pdn.png
Bar = 20 µm. Pins as bars on the die edge. Tap cells in grey.
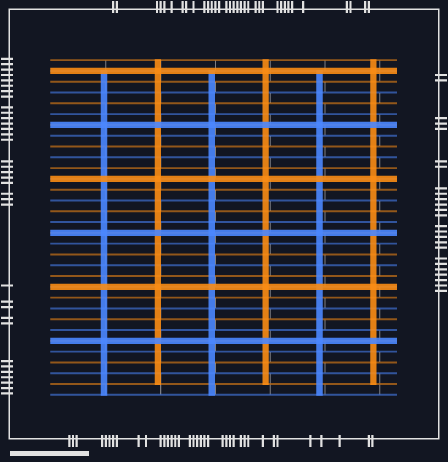
cell_classes.png
Bar = 20 µm.
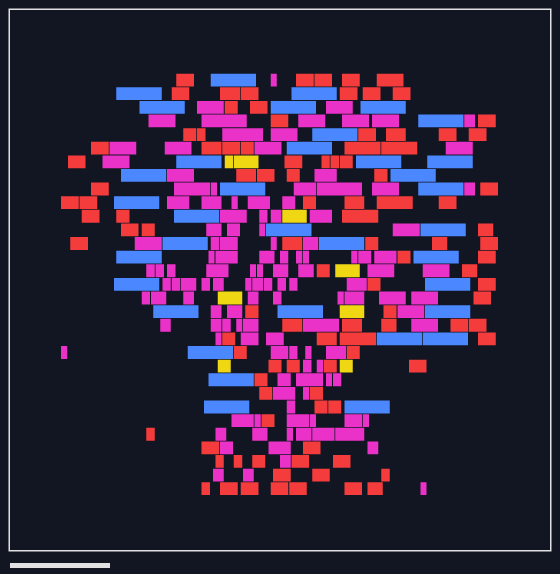
clock_map.png
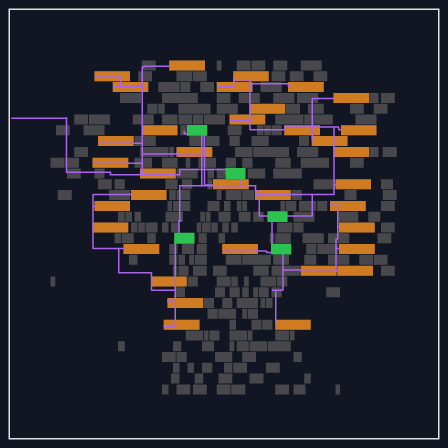
metal_stack.png
Bar = 20 µm. Only two layers are drawn.
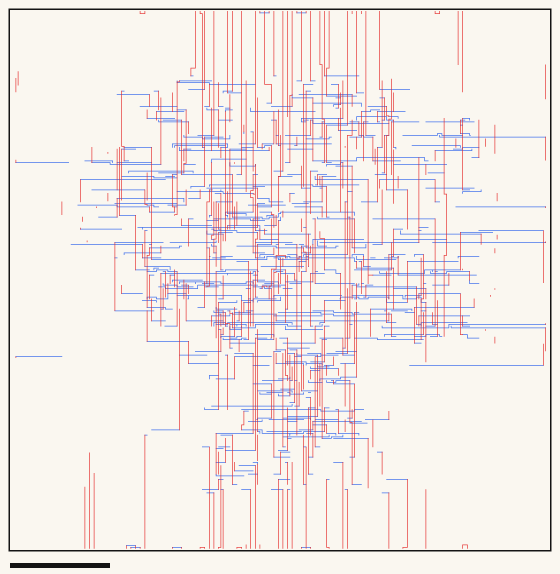
**config.mk**
```make
export PLATFORM = sky130hd
export DESIGN_NAME = axi4_read_master
export DESIGN_NICKNAME = d
export VERILOG_FILES = /design/src/rtl/axi4_read_master.sv
export SDC_FILE = /design/constraint.sdc
export NUM_CORES = 1
export LEC_CHECK = 0
export CORE_MARGIN = 10
export CORE_UTILIZATION = 29
export DETAILED_ROUTE_END_ITERATION = 7
export PLACE_DENSITY_LB_ADDON = 0.3
export SYNTH_ARGS = -nofsm -noshare
export SYNTH_HDL_FRONTEND = slang
export SYNTH_SLANG_ARGS = --single-unit
```
**constraint.sdc**
```tcl
create_clock -name ACLK -period 2.03 [get_ports ACLK]
set_input_delay 0.609 -clock ACLK [delete_from_list [all_inputs] [get_ports ACLK]]
set_output_delay 0.609 -clock ACLK [all_outputs]
set_load 0.02 [all_outputs]
```
**src/rtl/axi4_read_master.sv**
```systemverilog
// AXI4 read master: accepts one burst command at a time, issues the AR
// request, streams R beats straight through to the consumer and reports
// completion with a one-cycle done pulse plus error status.
module axi4_read_master #(
  parameter int DATA_WIDTH = 32,
  parameter int ADDR_WIDTH = 16
) (
  input  logic                  ACLK,
  input  logic                  ARESETn,
  // command side
  input  logic                  cmd_valid,
  output logic                  cmd_ready,
  input  logic [ADDR_WIDTH-1:0] cmd_addr,
  input  logic [7:0]            cmd_len,
  // read data to consumer
  output logic [DATA_WIDTH-1:0] rd_data,
  output logic                  rd_valid,
  output logic                  rd_last,
  input  logic                  rd_ready,
  // completion
  output logic                  done,
  output logic                  err,
  // AXI AR channel
  output logic [ADDR_WIDTH-1:0] ARADDR,
  output logic [7:0]            ARLEN,
  output logic [2:0]            ARSIZE,
  output logic                  ARVALID,
  input  logic                  ARREADY,
  // AXI R channel
  input  logic [DATA_WIDTH-1:0] RDATA,
  input  logic [1:0]            RRESP,
  input  logic                  RLAST,
  input  logic                  RVALID,
  output logic                  RREADY
);

  localparam int unsigned SZ = $clog2(DATA_WIDTH / 8);

  typedef enum logic [1:0] {IDLE, ADDR, DATA, RESP} state_t;

  state_t                state_q,  state_d;
  logic [ADDR_WIDTH-1:0] araddr_q, araddr_d;
  logic [7:0]            arlen_q,  arlen_d;
  logic [7:0]            cnt_q,    cnt_d;
  logic                  sticky_q, sticky_d;

  logic [13:0]           end_off;
  logic                  illegal;

  // Command legality: misaligned start, or last beat crossing the 4 KB page.
  always_comb begin
    end_off = 14'(cmd_addr[11:0]) + (14'(cmd_len) << SZ);
    illegal = (|cmd_addr[SZ-1:0]) || (end_off > 14'hFFF);
  end

  // State and datapath registers.
  always_ff @(posedge ACLK or negedge ARESETn) begin
    if (!ARESETn) begin
      state_q  <= IDLE;
      araddr_q <= '0;
      arlen_q  <= '0;
      cnt_q    <= '0;
      sticky_q <= 1'b0;
    end else begin
      state_q  <= state_d;
      araddr_q <= araddr_d;
      arlen_q  <= arlen_d;
      cnt_q    <= cnt_d;
      sticky_q <= sticky_d;
    end
  end

  // Next-state and datapath update; burst ends on the beat counter alone.
  always_comb begin
    state_d  = state_q;
    araddr_d = araddr_q;
    arlen_d  = arlen_q;
    cnt_d    = cnt_q;
    sticky_d = sticky_q;
    unique case (state_q)
      IDLE: begin
        if (cmd_valid) begin
          if (illegal) begin
            state_d  = RESP;
            sticky_d = 1'b1;
          end else begin
            state_d  = ADDR;
            araddr_d = cmd_addr;
            arlen_d  = cmd_len;
            cnt_d    = cmd_len;
            sticky_d = 1'b0;
          end
        end
      end
      ADDR: begin
        if (ARREADY) state_d = DATA;
      end
      DATA: begin
        if (RVALID && rd_ready) begin
          if ((RRESP != 2'b00) || (RLAST != (cnt_q == 8'd0))) sticky_d = 1'b1;
          if (cnt_q == 8'd0) state_d = RESP;
          else               cnt_d   = cnt_q - 8'd1;
        end
      end
      RESP: begin
        state_d  = IDLE;
        sticky_d = 1'b0;
      end
      default: state_d = IDLE;
    endcase
  end

  // Outputs decoded from state; R channel is a zero-latency pass-through in DATA.
  always_comb begin
    cmd_ready = (state_q == IDLE);
    ARVALID   = (state_q == ADDR);
    ARADDR    = araddr_q;
    ARLEN     = arlen_q;
    ARSIZE    = 3'(SZ);
    RREADY    = (state_q == DATA) && rd_ready;
    rd_valid  = (state_q == DATA) && RVALID;
    rd_last   = (state_q == DATA) && RLAST;
    rd_data   = RDATA;
    done      = (state_q == RESP);
    err       = (state_q == RESP) && sticky_q;
  end

endmodule
```
==> run summary <==
Outcome - finished with violations
Violated checks - negative setup slack
Crit path arrival time - 2.68 ns
Netlist cell types - 45
Synthesized area - 2240 µm²
Final period utilization - 1.23
PortBufs - 63
Largest net degree at the start of global routing - 20
Gr ovfl total - 0
Top cells by area - dfrtp_1 (39%), buf_4 (12%), mux2_4 (12%)
Dominant logic cell types in the final layout - clkdlybuf4s50_1 (39), dfrtp_1 (35), buf_4 (28)
CP startpoint kind - input port
H-Tree Depth - 2
Vias per Instance - 4.55
# setup viols final - 34
Final WS setup - -0.477 ns
Post-Syn Instances - 203
Number of synthesized flops with an enable pin - 0
Top cell by count, worst path - buf_6
TritonCTS clock tree - yes
Number of synthesized register bits - 35
GR Layer Usage met2 - 0.176
Max power group - combinational logic
Met1 Usage GRT - 0.126
Drt total wl - 6.11 mm
Max transition margin - 0.655
Reg2reg path depth - 7
Met3 Use GR - 0.0347
Syn Area/Cell - 11.0 µm²
Simple-Gate Area Share - 0.0850
About pdn.png:
Key: VDD = orange; VSS = blue
The core has 31 rows. 131 signal pins sit on the boundary. 32 met1 rails follow the rows.
die width: 108 µm
worst vdd ir: 438 µV
core area: 7370 µm²

About cell_classes.png:
Key: flip-flops = blue [cells 35, share of their area 28%]; other buffers and delay cells = red [cells 103, share of their area 32%]; clock drivers and dummy loads = yellow [cells 8, share of their area 2.9%]; all other logic = magenta [cells 127, share of their area 37%]
post-route cell area: 3230 µm²
Row Count: 31
Seq area share: 0.271

About clock_map.png:
Key: clock wires = purple [length 546 µm]; flip-flops = orange [count 35]; cells driving clock nets = green [count 5]
There are 6 routed clock nets.
clock share of power: 0.117
Clk Latency, worst-skew pair: 0.29 ns
Clock Skew: 0.0110 ns
Clock Power: 0.515 mW

About metal_stack.png:
Key: met2 = red [wire length 3070 µm]; met1 = blue [wire length 2530 µm]
Wirelength per Cell: 16.4 µm
GRT Total Usage: 0.106
via count: 1691

Power and IR drop assume default switching activity.
